<file path="config.mk">
export PLATFORM = sky130hd
export DESIGN_NAME = ex_flag_stage
export DESIGN_NICKNAME = d
export VERILOG_FILES = /design/src/rtl/ex_flag_stage.sv
export SDC_FILE = /design/constraint.sdc
export NUM_CORES = 1
export LEC_CHECK = 0
export CORE_MARGIN = 5
export CORE_UTILIZATION = 33
export DETAILED_ROUTE_END_ITERATION = 8
export GPL_ROUTABILITY_DRIVEN = 0
export GPL_TIMING_DRIVEN = 0
export MAX_ROUTING_LAYER = met4
export PLACE_DENSITY = 0.74
export SYNTH_ARGS = -nofsm -noshare
export SYNTH_HDL_FRONTEND = slang
export SYNTH_SLANG_ARGS = --single-unit
</file>
<file path="constraint.sdc">
create_clock -name clk -period 1.1 [get_ports clk]
set_input_delay 0.22 -clock clk [delete_from_list [all_inputs] [get_ports clk]]
set_output_delay 0.22 -clock clk [all_outputs]
set_load 0.01 [all_outputs]
</file>
<file path="src/rtl/ex_flag_stage.sv">
// EX/MEM pipeline register with Z/V/N flag register; FLAG_BYPASS_EN makes flags show same-cycle updates.
// Latency: 1 cycle in_* -> out_*; flags 1 cycle (0 cycles with FLAG_BYPASS_EN).
// Backpressure: stall holds all state, flush inserts a bubble leaving flags untouched; rst > flush > stall.
module ex_flag_stage #(
  parameter int DW = 16,
  parameter int RW = 4
) (
  input  logic          clk,
  input  logic          rst,
  input  logic          stall,
  input  logic          flush,
  input  logic          in_valid,
  input  logic [3:0]    in_op,
  input  logic [DW-1:0] in_result,
  input  logic          in_ovfl,
  input  logic [RW-1:0] in_dst,
  input  logic          in_wen,
  output logic          out_valid,
  output logic [DW-1:0] out_result,
  output logic [RW-1:0] out_dst,
  output logic          out_wen,
  output logic          flag_z,
  output logic          flag_v,
  output logic          flag_n
);

  localparam logic [3:0] OP_ADD = 4'b0000;
  localparam logic [3:0] OP_SUB = 4'b0001;
  localparam logic [3:0] OP_XOR = 4'b0010;

  typedef struct packed {
    logic          vld;
    logic [DW-1:0] result;
    logic [RW-1:0] dst;
    logic          wen;
  } pipe_t;

  pipe_t pipe_q;
  logic  z_q, v_q, n_q;
  logic  z_d, v_d, n_d;
  logic  flag_upd;

  assign flag_upd = !rst && !flush && !stall && in_valid;

  // Next-flag values equal the held values unless this cycle updates them.
  always_comb begin
    z_d = z_q;
    v_d = v_q;
    n_d = n_q;
    if (flag_upd) begin
      if (in_op == OP_ADD || in_op == OP_SUB) begin
        z_d = (in_result == '0);
        n_d = in_result[DW-1];
        v_d = in_ovfl;
      end else if (in_op == OP_XOR) begin
        z_d = (in_result == '0);
      end
    end
  end

  always_ff @(posedge clk) begin
    if (rst) begin
      pipe_q <= '0;
      z_q    <= 1'b0;
      v_q    <= 1'b0;
      n_q    <= 1'b0;
    end else if (flush) begin
      pipe_q.vld <= 1'b0;
      pipe_q.wen <= 1'b0;
    end else if (!stall) begin
      pipe_q.vld    <= in_valid;
      pipe_q.result <= in_result;
      pipe_q.dst    <= in_dst;
      pipe_q.wen    <= in_wen & in_valid;
      z_q           <= z_d;
      v_q           <= v_d;
      n_q           <= n_d;
    end
  end

  assign out_valid  = pipe_q.vld;
  assign out_result = pipe_q.result;
  assign out_dst    = pipe_q.dst;
  assign out_wen    = pipe_q.wen;

`ifdef FLAG_BYPASS_EN
  assign flag_z = z_d;
  assign flag_v = v_d;
  assign flag_n = n_d;
`else
  assign flag_z = z_q;
  assign flag_v = v_q;
  assign flag_n = n_q;
`endif

endmodule

</file>
Figure 1. I/O nets highlighted.
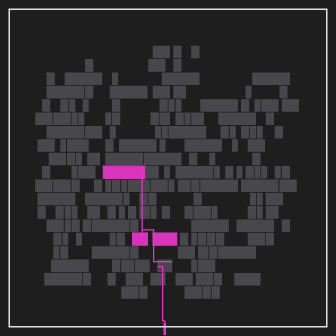
| colour | port | bits | direction | edge | end cells | buffers | wire |
|---|---|---|---|---|---|---|---|
| magenta | in_valid | 1 | input | bottom | 3 | 1 | 38.8 um |

Figure 2. Cell classes on the final placement.
Scale bar: 20 um. Fill, decap, tap and diode cells in grey.
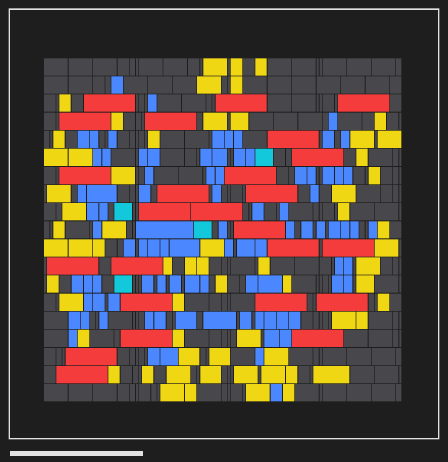
| colour | class | cells | share of their area |
|---|---|---|---|
| red | flops | 25 | 36% |
| yellow | other buffers and delay cells | 63 | 32% |
| blue | all other logic | 90 | 31% |
| cyan | clock drivers and dummy loads | 4 | 2.0% |
proportion of cell area occupied by registers: 0.349
Rows: 19
Layout Cell Area excl Fill: 1520 um^2
core occupancy in the finished layout: 0.547

Figure 3. Routing congestion map.
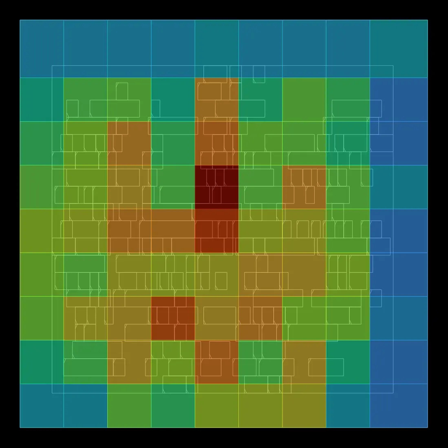
combined global-route utilization of all metal layers: 0.154
met3 track utilization from global routing: 0.0648
met2 GRT Util: 0.267
average wire per cell in the routed design: 14.0 um

Figure 4. Local utilization.
6 x 6 tiles, from white (low) to dark blue (high), 0 to 100% covered.
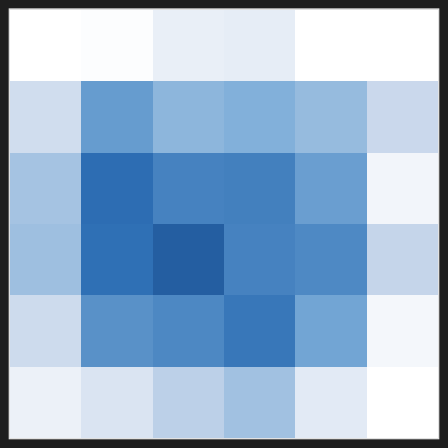
mean over tiles: 36%
fullest tile: 81%
nearly empty tiles: 14%

Figure 5. Signal wires on met1.
Supply wires on this layer in grey.
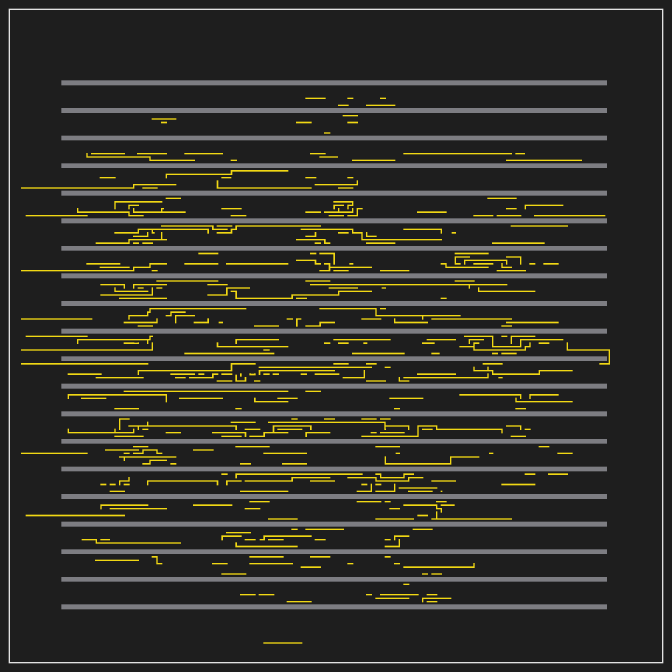
share of all routed wire: 37%
main direction: horizontal
nets with wire on the layer: 185
wire length on this layer: 1110 um
longest straight run: 19.3 um
routed wire length: 2990 um
GRT met1 Usage: 0.163
detailed-route via count: 1079

==> report_table.html <==
<h2>Synthesis and place &amp; route</h2>
<table>
<tr><th>Metric</th><th>Value</th></tr>
<tr><th colspan="2">Outcome</th></tr>
<tr><td>Result of the run</td><td>complete, no violations</td></tr>
<tr><th colspan="2">Clock network</th></tr>
<tr><td>Clock latency on the worst-skew pair</td><td>330 ps</td></tr>
<tr><td>Root Buffer</td><td>sky130_fd_sc_hd__clkbuf_4</td></tr>
<tr><td>Number of setup buffers added after CTS</td><td>2</td></tr>
<tr><th colspan="2">GRT</th></tr>
<tr><td>Global-route wire length before repair</td><td>between 5000 and 6000 um</td></tr>
<tr><td>Number of antenna violations at the first check in global routing</td><td>0</td></tr>
<tr><th colspan="2">Power</th></tr>
<tr><td>PnR Total Power</td><td>1.69 mW</td></tr>
<tr><td>Pwr Density</td><td>approximately 1100 nW/um^2</td></tr>
<tr><th colspan="2">Critical path</th></tr>
<tr><td>Crit path DRT</td><td>~1300 ps</td></tr>
<tr><td>Crit path launch type</td><td>input port</td></tr>
<tr><td>Arr. time, crit path</td><td>1320 ps</td></tr>
<tr><td>Crit Path Category</td><td>input port to register</td></tr>
<tr><th colspan="2">Detailed routing</th></tr>
<tr><td>DRC viols</td><td>0</td></tr>
<tr><td>Metal3 WL</td><td>308 um</td></tr>
<tr><td>Amount of wire on met2 after detailed routing</td><td>roughly 1600 um</td></tr>
<tr><td>DR pass1 iterations</td><td>4</td></tr>
<tr><td>Remaining number of nets flagged by the antenna check after routing</td><td>0</td></tr>
<tr><th colspan="2">Yosys</th></tr>
<tr><td>Synth Area in Simple Gates</td><td>0.290</td></tr>
<tr><td>Top cells by count</td><td>42 x sky130_fd_sc_hd__nand2_1, 25 x sky130_fd_sc_hd__dfxtp_1, 23 x sky130_fd_sc_hd__a21oi_1</td></tr>
<tr><td>Largest family of logic cells by area</td><td>simple AND/OR/NAND/NOR gates</td></tr>
<tr><td>Cell Type Count</td><td>20</td></tr>
<tr><td>Synth area leaders</td><td>sky130_fd_sc_hd__dfxtp_1 51%, sky130_fd_sc_hd__nand2_1 16%, sky130_fd_sc_hd__a21oi_1 12%, sky130_fd_sc_hd__nor4b_4 2.4%, sky130_fd_sc_hd__nand3_1 2.1%</td></tr>
<tr><th colspan="2">Place</th></tr>
<tr><td>Pre-CTS setup slack</td><td>-590 ps</td></tr>
<tr><td>IO buf count</td><td>54</td></tr>
<tr><td>Post-detailed-placement cell area</td><td>1560 um^2</td></tr>
<tr><th colspan="2">Cells and area</th></tr>
<tr><td># fillers</td><td>274</td></tr>
<tr><td>Area used by multi-input combinational logic</td><td>449 um^2</td></tr>
<tr><td>Most frequent logic cells in the routed design</td><td>42 x sky130_fd_sc_hd__nand2_1, 27 x sky130_fd_sc_hd__buf_2, 26 x sky130_fd_sc_hd__clkdlybuf4s50_1, 25 x sky130_fd_sc_hd__dfxtp_2, 23 x sky130_fd_sc_hd__a21oi_1</td></tr>
<tr><td>Multi-input combinational cell count</td><td>89</td></tr>
<tr><th colspan="2">Final timing</th></tr>
<tr><td>Unrepaired setup endpoints after global routing</td><td>false</td></tr>
<tr><td>Worst-case headroom to the max-slew limit</td><td>0.695</td></tr>
<tr><td>Post-layout period usage of the worst path</td><td>0.997</td></tr>
<tr><td>Count of endpoints failing hold in the final timing report</td><td>0</td></tr>
<tr><th colspan="2">Run</th></tr>
<tr><td>Log Warnings</td><td>27</td></tr>
<tr><th colspan="2">Die</th></tr>
<tr><td>Core Area</td><td>2780 um^2</td></tr>
<tr><td>Horizontal die dimension</td><td>64.3 um</td></tr>
</table>
## metal layers
layer | vias to the layer above | track usage
li1 | 536 | -
met1 | 494 | 0.163
met2 | 45 | 0.267
met3 | 4 | 0.0648
met4 | 0 | 0.0305
met5 | - | -
## path summary, 6_finish.rpt
kind	startpoint	end	slack [ps]	depth (start not counted)
worst max-delay path	stall	flag_v	4	4
worst min-delay path	rst	out_result[10]	70	2
worst max register to register	flag_z	flag_z	320	3
worst min register to register	out_result[5]	out_result[5]	460	2
## sequential cells by signal (all words and copies together) (netlist names)
register,cells
flag_n,1
flag_v,1
flag_z,1
out_dst,4
out_result,16
out_valid,1
out_wen,1
## report_power, final
group          internal (mW)  switching (mW)  leakage (nW)
Clock                  0.139           0.286        0.0139
Sequential             0.947          0.0170         0.215
Combinational          0.161           0.141         0.399
Total                   1.25           0.444         0.628
Power and IR drop assume default switching activity.
